### Power grid

The bar under the picture is 50 um long. Pins as bars on the die edge. Tap cells in gray.
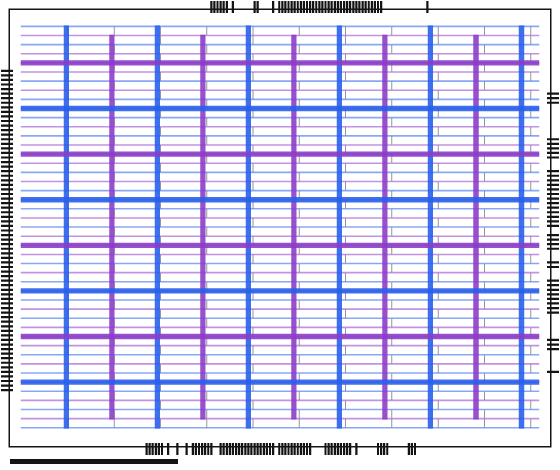
### Cells colored by class

The bar under the picture is 50 um long.
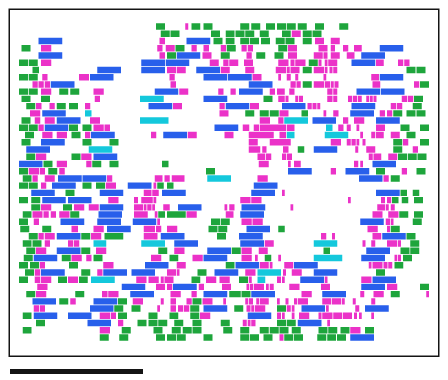
--- src/rtl/rv32_mem_pkg.sv ---
// Shared load/store definitions for the RV32 data-memory path.
// funct3 encodings, LSU state type and byte-lane helpers.
package rv32_mem_pkg;

  localparam logic [2:0] F3_LB  = 3'd0;
  localparam logic [2:0] F3_LH  = 3'd1;
  localparam logic [2:0] F3_LW  = 3'd2;
  localparam logic [2:0] F3_LBU = 3'd4;
  localparam logic [2:0] F3_LHU = 3'd5;
  localparam logic [2:0] F3_SB  = 3'd0;
  localparam logic [2:0] F3_SH  = 3'd1;
  localparam logic [2:0] F3_SW  = 3'd2;

  typedef enum logic [1:0] {
    IDLE,
    ISSUE,
    WAIT,
    RESP
  } lsu_state_t;

  function automatic logic [3:0] be_mask(
    input logic [2:0] funct3,
    input logic [1:0] off
  );
    logic [3:0] m;
    if (funct3[1:0] == F3_SB[1:0])
      m = 4'b0001;
    else if (funct3[1:0] == F3_SH[1:0])
      m = 4'b0011;
    else
      m = 4'b1111;
    return m << off;
  endfunction

  function automatic logic is_fault(
    input logic       is_store,
    input logic [2:0] funct3,
    input logic [1:0] off
  );
    logic ill;
    logic mis;
    ill = is_store ? (funct3 > F3_SW)
                   : (funct3 == 3'd3 || funct3 > F3_LHU);
    mis = (funct3[1:0] == F3_LH[1:0] && off[0]) ||
          (funct3[1:0] == F3_LW[1:0] && off != 2'b00);
    return ill | mis;
  endfunction

endpackage

--- src/rtl/load_store_unit_if.sv ---
// Request/response and DMem bundle of the load/store unit.
// slave = the unit, master = core plus data memory.
interface load_store_unit_if #(
  parameter int TAG_W = 5
);
  logic             req_valid;
  logic             req_ready;
  logic             req_is_store;
  logic [2:0]       req_funct3;
  logic [31:0]      req_addr;
  logic [31:0]      req_wdata;
  logic [TAG_W-1:0] req_tag;
  logic             resp_valid;
  logic [31:0]      resp_data;
  logic             resp_fault;
  logic [TAG_W-1:0] resp_tag;
  logic [31:0]      mem_addr;
  logic [31:0]      mem_wdata;
  logic [3:0]       mem_we;
  logic             mem_rd;
  logic [31:0]      mem_rdata;

  modport slave (
    input  req_valid, req_is_store, req_funct3,
    input  req_addr, req_wdata, req_tag, mem_rdata,
    output req_ready, resp_valid, resp_data,
    output resp_fault, resp_tag,
    output mem_addr, mem_wdata, mem_we, mem_rd
  );

  modport master (
    output req_valid, req_is_store, req_funct3,
    output req_addr, req_wdata, req_tag, mem_rdata,
    input  req_ready, resp_valid, resp_data,
    input  resp_fault, resp_tag,
    input  mem_addr, mem_wdata, mem_we, mem_rd
  );

endinterface

--- src/rtl/lsu_load_align.sv ---
// Load-data lane shift and sign/zero extension.
// Purely combinational; unused funct3 codes give zero.
module lsu_load_align
  import rv32_mem_pkg::*;
(
  input  logic [31:0] rdata,
  input  logic [2:0]  funct3,
  input  logic [1:0]  off,
  output logic [31:0] data
);

  logic [31:0] sh;

  assign sh = rdata >> {off, 3'b000};

  always_comb begin
    data = '0;
    unique case (1'b1)
      funct3 == F3_LB:  data = {{24{sh[7]}}, sh[7:0]};
      funct3 == F3_LH:  data = {{16{sh[15]}}, sh[15:0]};
      funct3 == F3_LW:  data = sh;
      funct3 == F3_LBU: data = {24'h0, sh[7:0]};
      funct3 == F3_LHU: data = {16'h0, sh[15:0]};
      default:          data = '0;
    endcase
  end

endmodule

--- src/rtl/load_store_unit.sv ---
// RV32 load/store unit between execute and DMem.
// One request in flight; faults complete without touching memory.
module load_store_unit
  import rv32_mem_pkg::*;
#(
  parameter int READ_LATENCY = 1,
  parameter int TAG_W        = 5
) (
  input  logic clk,
  input  logic rst,
  load_store_unit_if.slave bus
);

  localparam int CW = $clog2(READ_LATENCY + 1);

  lsu_state_t       state;
  lsu_state_t       state_nx;
  logic             accept;
  logic             fault_in;
  logic             last;
  logic             st_q;
  logic             fault_q;
  logic [2:0]       f3_q;
  logic [31:0]      addr_q;
  logic [31:0]      wdata_q;
  logic [31:0]      data_q;
  logic [TAG_W-1:0] tag_q;
  logic [CW-1:0]    cnt;
  logic [31:0]      ld_data;
  logic [31:0]      rep_data;

  assign accept   = bus.req_valid && (state == IDLE);
  assign fault_in = is_fault(bus.req_is_store, bus.req_funct3,
                             bus.req_addr[1:0]);
  assign last     = (cnt == CW'(READ_LATENCY - 1));

  lsu_load_align u_align (
    .rdata  (bus.mem_rdata),
    .funct3 (f3_q),
    .off    (addr_q[1:0]),
    .data   (ld_data)
  );

  always_ff @(posedge clk or negedge rst) begin
    if (!rst)
      state <= IDLE;
    else
      state <= state_nx;
  end

  always_comb begin
    state_nx = state;
    unique case (state)
      IDLE:    if (accept) state_nx = fault_in ? RESP : ISSUE;
      ISSUE:   state_nx = st_q ? RESP : WAIT;
      WAIT:    if (last) state_nx = RESP;
      RESP:    state_nx = IDLE;
      default: state_nx = IDLE;
    endcase
  end

  always_ff @(posedge clk or negedge rst) begin
    if (!rst) begin
      st_q    <= 1'b0;
      fault_q <= 1'b0;
      f3_q    <= '0;
      addr_q  <= '0;
      wdata_q <= '0;
      tag_q   <= '0;
      data_q  <= '0;
      cnt     <= '0;
    end else begin
      if (accept) begin
        st_q    <= bus.req_is_store;
        fault_q <= fault_in;
        f3_q    <= bus.req_funct3;
        addr_q  <= bus.req_addr;
        wdata_q <= bus.req_wdata;
        tag_q   <= bus.req_tag;
        data_q  <= '0;
      end
      if (state == ISSUE)
        cnt <= '0;
      else if (state == WAIT && !last)
        cnt <= cnt + 1'b1;
      // rdata is already lane-shifted and extended here
      if (state == WAIT && last)
        data_q <= ld_data;
    end
  end

  always_comb begin
    rep_data = wdata_q;
    if (f3_q[1:0] == F3_SB[1:0])
      rep_data = {4{wdata_q[7:0]}};
    else if (f3_q[1:0] == F3_SH[1:0])
      rep_data = {2{wdata_q[15:0]}};
  end

  always_comb begin
    bus.req_ready  = 1'b0;
    bus.resp_valid = 1'b0;
    bus.resp_data  = '0;
    bus.resp_fault = 1'b0;
    bus.resp_tag   = '0;
    bus.mem_addr   = '0;
    bus.mem_wdata  = '0;
    bus.mem_we     = '0;
    bus.mem_rd     = 1'b0;
    unique case (state)
      IDLE: bus.req_ready = 1'b1;
      ISSUE: begin
        bus.mem_addr = {addr_q[31:2], 2'b00};
        if (st_q) begin
          bus.mem_we    = be_mask(f3_q, addr_q[1:0]);
          bus.mem_wdata = rep_data;
        end else begin
          bus.mem_rd = 1'b1;
        end
      end
      WAIT: begin
        bus.mem_addr = {addr_q[31:2], 2'b00};
        bus.mem_rd   = 1'b1;
      end
      RESP: begin
        bus.resp_valid = 1'b1;
        bus.resp_data  = data_q;
        bus.resp_fault = fault_q;
        bus.resp_tag   = tag_q;
      end
      default: ;
    endcase
  end

endmodule

--- src/flat_wrapper.sv ---
// flat-port wrapper written by rule: the top's interface ports become plain ports
module load_store_unit_flat import rv32_mem_pkg::*;
#(
  parameter int READ_LATENCY = 1,
  parameter int TAG_W        = 5
)
  (clk, rst, bus_req_valid, bus_req_is_store, bus_req_funct3, bus_req_addr, bus_req_wdata, bus_req_tag, bus_mem_rdata, bus_req_ready, bus_resp_valid, bus_resp_data, bus_resp_fault, bus_resp_tag, bus_mem_addr, bus_mem_wdata, bus_mem_we, bus_mem_rd);
  load_store_unit_if #(.TAG_W(TAG_W)) bus_i ();
  input  logic clk;
  input  logic rst;
  input wire logic [$bits(bus_i.req_valid)-1:0] bus_req_valid;
  input wire logic [$bits(bus_i.req_is_store)-1:0] bus_req_is_store;
  input wire logic [$bits(bus_i.req_funct3)-1:0] bus_req_funct3;
  input wire logic [$bits(bus_i.req_addr)-1:0] bus_req_addr;
  input wire logic [$bits(bus_i.req_wdata)-1:0] bus_req_wdata;
  input wire logic [$bits(bus_i.req_tag)-1:0] bus_req_tag;
  input wire logic [$bits(bus_i.mem_rdata)-1:0] bus_mem_rdata;
  output wire logic [$bits(bus_i.req_ready)-1:0] bus_req_ready;
  output wire logic [$bits(bus_i.resp_valid)-1:0] bus_resp_valid;
  output wire logic [$bits(bus_i.resp_data)-1:0] bus_resp_data;
  output wire logic [$bits(bus_i.resp_fault)-1:0] bus_resp_fault;
  output wire logic [$bits(bus_i.resp_tag)-1:0] bus_resp_tag;
  output wire logic [$bits(bus_i.mem_addr)-1:0] bus_mem_addr;
  output wire logic [$bits(bus_i.mem_wdata)-1:0] bus_mem_wdata;
  output wire logic [$bits(bus_i.mem_we)-1:0] bus_mem_we;
  output wire logic [$bits(bus_i.mem_rd)-1:0] bus_mem_rd;
  assign bus_i.req_valid = bus_req_valid;
  assign bus_i.req_is_store = bus_req_is_store;
  assign bus_i.req_funct3 = bus_req_funct3;
  assign bus_i.req_addr = bus_req_addr;
  assign bus_i.req_wdata = bus_req_wdata;
  assign bus_i.req_tag = bus_req_tag;
  assign bus_i.mem_rdata = bus_mem_rdata;
  assign bus_req_ready = bus_i.req_ready;
  assign bus_resp_valid = bus_i.resp_valid;
  assign bus_resp_data = bus_i.resp_data;
  assign bus_resp_fault = bus_i.resp_fault;
  assign bus_resp_tag = bus_i.resp_tag;
  assign bus_mem_addr = bus_i.mem_addr;
  assign bus_mem_wdata = bus_i.mem_wdata;
  assign bus_mem_we = bus_i.mem_we;
  assign bus_mem_rd = bus_i.mem_rd;
  load_store_unit #(.READ_LATENCY(READ_LATENCY), .TAG_W(TAG_W)) u_core (.clk(clk), .rst(rst), .bus(bus_i));
endmodule
--- config.mk ---
export PLATFORM = sky130hd
export DESIGN_NAME = load_store_unit_flat
export DESIGN_NICKNAME = d
export VERILOG_FILES = /design/src/rtl/rv32_mem_pkg.sv /design/src/rtl/load_store_unit_if.sv /design/src/rtl/lsu_load_align.sv /design/src/rtl/load_store_unit.sv /design/src/flat_wrapper.sv
export SDC_FILE = /design/constraint.sdc
export NUM_CORES = 1
export LEC_CHECK = 0
export CAP_MARGIN = 25
export CORE_ASPECT_RATIO = 0.8
export CORE_MARGIN = 3
export CORE_UTILIZATION = 30
export DETAILED_ROUTE_END_ITERATION = 10
export SYNTH_ARGS = -nofsm -noshare
export SYNTH_HDL_FRONTEND = slang
export SYNTH_SLANG_ARGS = --single-unit
--- constraint.sdc ---
create_clock -name clk -period 3.24 [get_ports clk]
set_input_delay 0.648 -clock clk [delete_from_list [all_inputs] [get_ports clk]]
set_output_delay 0.648 -clock clk [all_outputs]
set_load 0.03 [all_outputs]
==> results.json <==
{
  "syn_area_sq_mm": 0.00577,
  "antenna_found_initial": 0,
  "synth.most_common_cell": "dfrtp_1",
  "crit_family": "buffers and inverters",
  "cts_tree": "done",
  "cts_buffers": 9,
  "fin_skew_ps": 8.23,
  "top_cells_by_count": "dfrtp_1, mux2_2, and2_1, nor2_1, nand2_1",
  "yosysTopAreaCell": "dfrtp_1",
  "pg_clk_uw": 1230,
  "synthesis.instances": 525,
  "area_leaders": "dfrtp_1, mux2_2, and2_1",
  "synth_area_per_cell_sq_um": 11.0,
  "drt_wl_total_um": 17600,
  "start_kind": "flop",
  "report.final.slew_viol_count": 0,
  "max_stage_delay_ps": 700,
  "p_comb_uw": 4840,
  "n_fill_cell": 1750,
  "status": "finished clean",
  "p_per_area_mw_per_mm2": 1010,
  "pre_cts_ws_ps": 410,
  "grt_usage_pct": 16.8,
  "r2r-end": "u_core.data_q[27]",
  "mi_logic_area_sq_mm": 0.00285,
  "top_power_group": "combinational logic",
  "slowest_stage": "clkdlybuf4s50_1",
  "n_antenna_cell": 0,
  "ys_types": 42,
  "critPathKind": "flop to output pin",
  "first_global_vias": 5056,
  "cp_cell_sequence": "inv_1 -> ha_2 -> nand2_1 -> buf_4 -> a21oi_1 -> clkdlybuf4s50_1",
  "flop_area_sq_mm": 0.00273,
  "setup_ws_ps": 183,
  "dieArea_sq_mm": 0.0209,
  "p_switching_uw": 3660,
  "seq_area_frac_synth_pct": 47.3,
  "worstMarginPinSlew_ps": 822,
  "critPathArrivalTime_ps": 2410,
  "cap_violations": 0,
  "dp_hpwl_um": 13200,
  "top_cell_area_share_pct": 47.3,
  "die_x_um": 161,
  "fp.dieH_um": 130,
  "cts_sinks": 109,
  "finalHoldViolations": 0,
  "finalCriticalPeriod_ps": 3060
}
-- 'Power grid' (at the start) --
- VDD: purple
- VSS: blue
- signal pins: 217
- met1 rails: 45
- rows: 44

-- 'Cells colored by class' (at the start) --
- clock drivers and dummy loads: cyan (cells 16)
- other buffers and delay cells: green (cells 225)
- combinational and other logic: magenta (cells 377)
- flops: blue (cells 109)
final core occ: 45.8%
Rows: 44
core area: 0.0185 sq mm
Final Cell Area: 0.00848 sq mm
flop share of the area: 32.2%

sequential cells by signal (all words and copies together), names as in the netlist:
| register | count |
|---|---|
| u_core.addr_q | 32 |
| u_core.data_q | 32 |
| u_core.wdata_q | 32 |
| u_core.tag_q | 5 |
| u_core.f3_q | 3 |
| u_core.state | 2 |
| u_core.cnt | 1 |
| u_core.fault_q | 1 |
| u_core.st_q | 1 |
repair_timing:
item                                   CTS  global route
endpoints found under the hold margin    0             0
setup endpoints to repair                4            12
pin swaps                                0             0
gates resized                            1             2
logic make-up (layout without fill, tap and decap cells):
| kind of cell | count (synthesis) | in the layout | share of synthesized area, % |
|---|---|---|---|
| simple gates | 184 | 184 | 17.1 |
| mux | 115 | 115 | 22.0 |
| flops | 109 | 109 | 47.3 |
| compound gates | 68 | 68 | 8.94 |
| buf+inv | 43 | 244 | 3.62 |
| fa+ha+maj | 4 | 4 | 0.868 |
| other cells | 1 | 2 | 0.0650 |
| xor+xnor | 1 | 1 | 0.152 |
cell type report:
class,instances,area share [%]
clock buffers,10,2.82
clock inverters,6,1.09
inverters,3,0.133
multi-input cells,374,33.6
flip-flops and latches,109,32.2
well taps,253,3.73
repair buffers,225,26.4
how the worst max path moves through the flow:
stage	slack (ps)	startpoint	endpoint	depth (start not counted)
2_1_floorplan	780	u_core.addr_q[1]	bus_mem_we[2]	4
3_3_place_gp	430	u_core.state[1]	bus_mem_addr[17]	4
3_5_place_dp	410	u_core.state[1]	bus_mem_addr[21]	4
4_1_cts	90	u_core.state[1]	bus_mem_wdata[15]	6
5_1_grt	10	u_core.f3_q[0]	bus_mem_wdata[9]	4
6_report	180	u_core.state[1]	bus_mem_wdata[15]	6
placed cells by master, fill, tap and decap left out, drive strengths merged, types with 2 or more instances in the layout:
master / netlist / layout
a22oi: 2 / 2
nor3b: 2 / 2
a21oi: 19 / 19
mux2: 82 / 82
bufinv: 0 / 2
conb: 1 / 2
and3: 10 / 10
buf: 20 / 16
a22o: 7 / 7
ha: 4 / 4
a221o: 16 / 16
clkdlybuf4s50: 0 / 208
mux2i: 32 / 32
nand3: 7 / 7
nand2b: 3 / 3
and2: 76 / 76
dfrtp: 109 / 109
clkinvlp: 0 / 2
a221oi: 2 / 2
nand2: 35 / 35
nor3: 4 / 4
clkbuf: 20 / 10
inv: 3 / 5
o21ai: 16 / 16
nor4: 2 / 2
nor2b: 3 / 3
nor2: 38 / 38
routing by layer:
layer | wire, um | global-route usage [%] | part of all wire [%] | vias to the layer above
met5 | 0 | 0 | 0 | -
met4 | 298 | 4.81 | 1.7 | 0
met3 | 1370 | 5.68 | 7.8 | 21
met2 | 7900 | 26.3 | 45 | 167
met1 | 8050 | 22.4 | 46 | 2295
li1 | - | - | - | 2219
stage by stage:
step | instances | cell area, sq um | hold WS [ps] | util [%] | power (uW)
6_report | 980 | 8480 | 192 | 45.8 | 8590
5_1_grt | 980 | 8480 | 195 | 45.8 | 9160
4_1_cts | 980 | 8470 | 191 | 45.8 | 8690
3_5_place_dp | 964 | 8140 | 471 | 44.0 | 7390
3_3_place_gp | 964 | 8140 | 459 | 44.0 | 7320
2_1_floorplan | 526 | 5770 | 352 | - | 5610
Power and IR drop assume default switching activity.
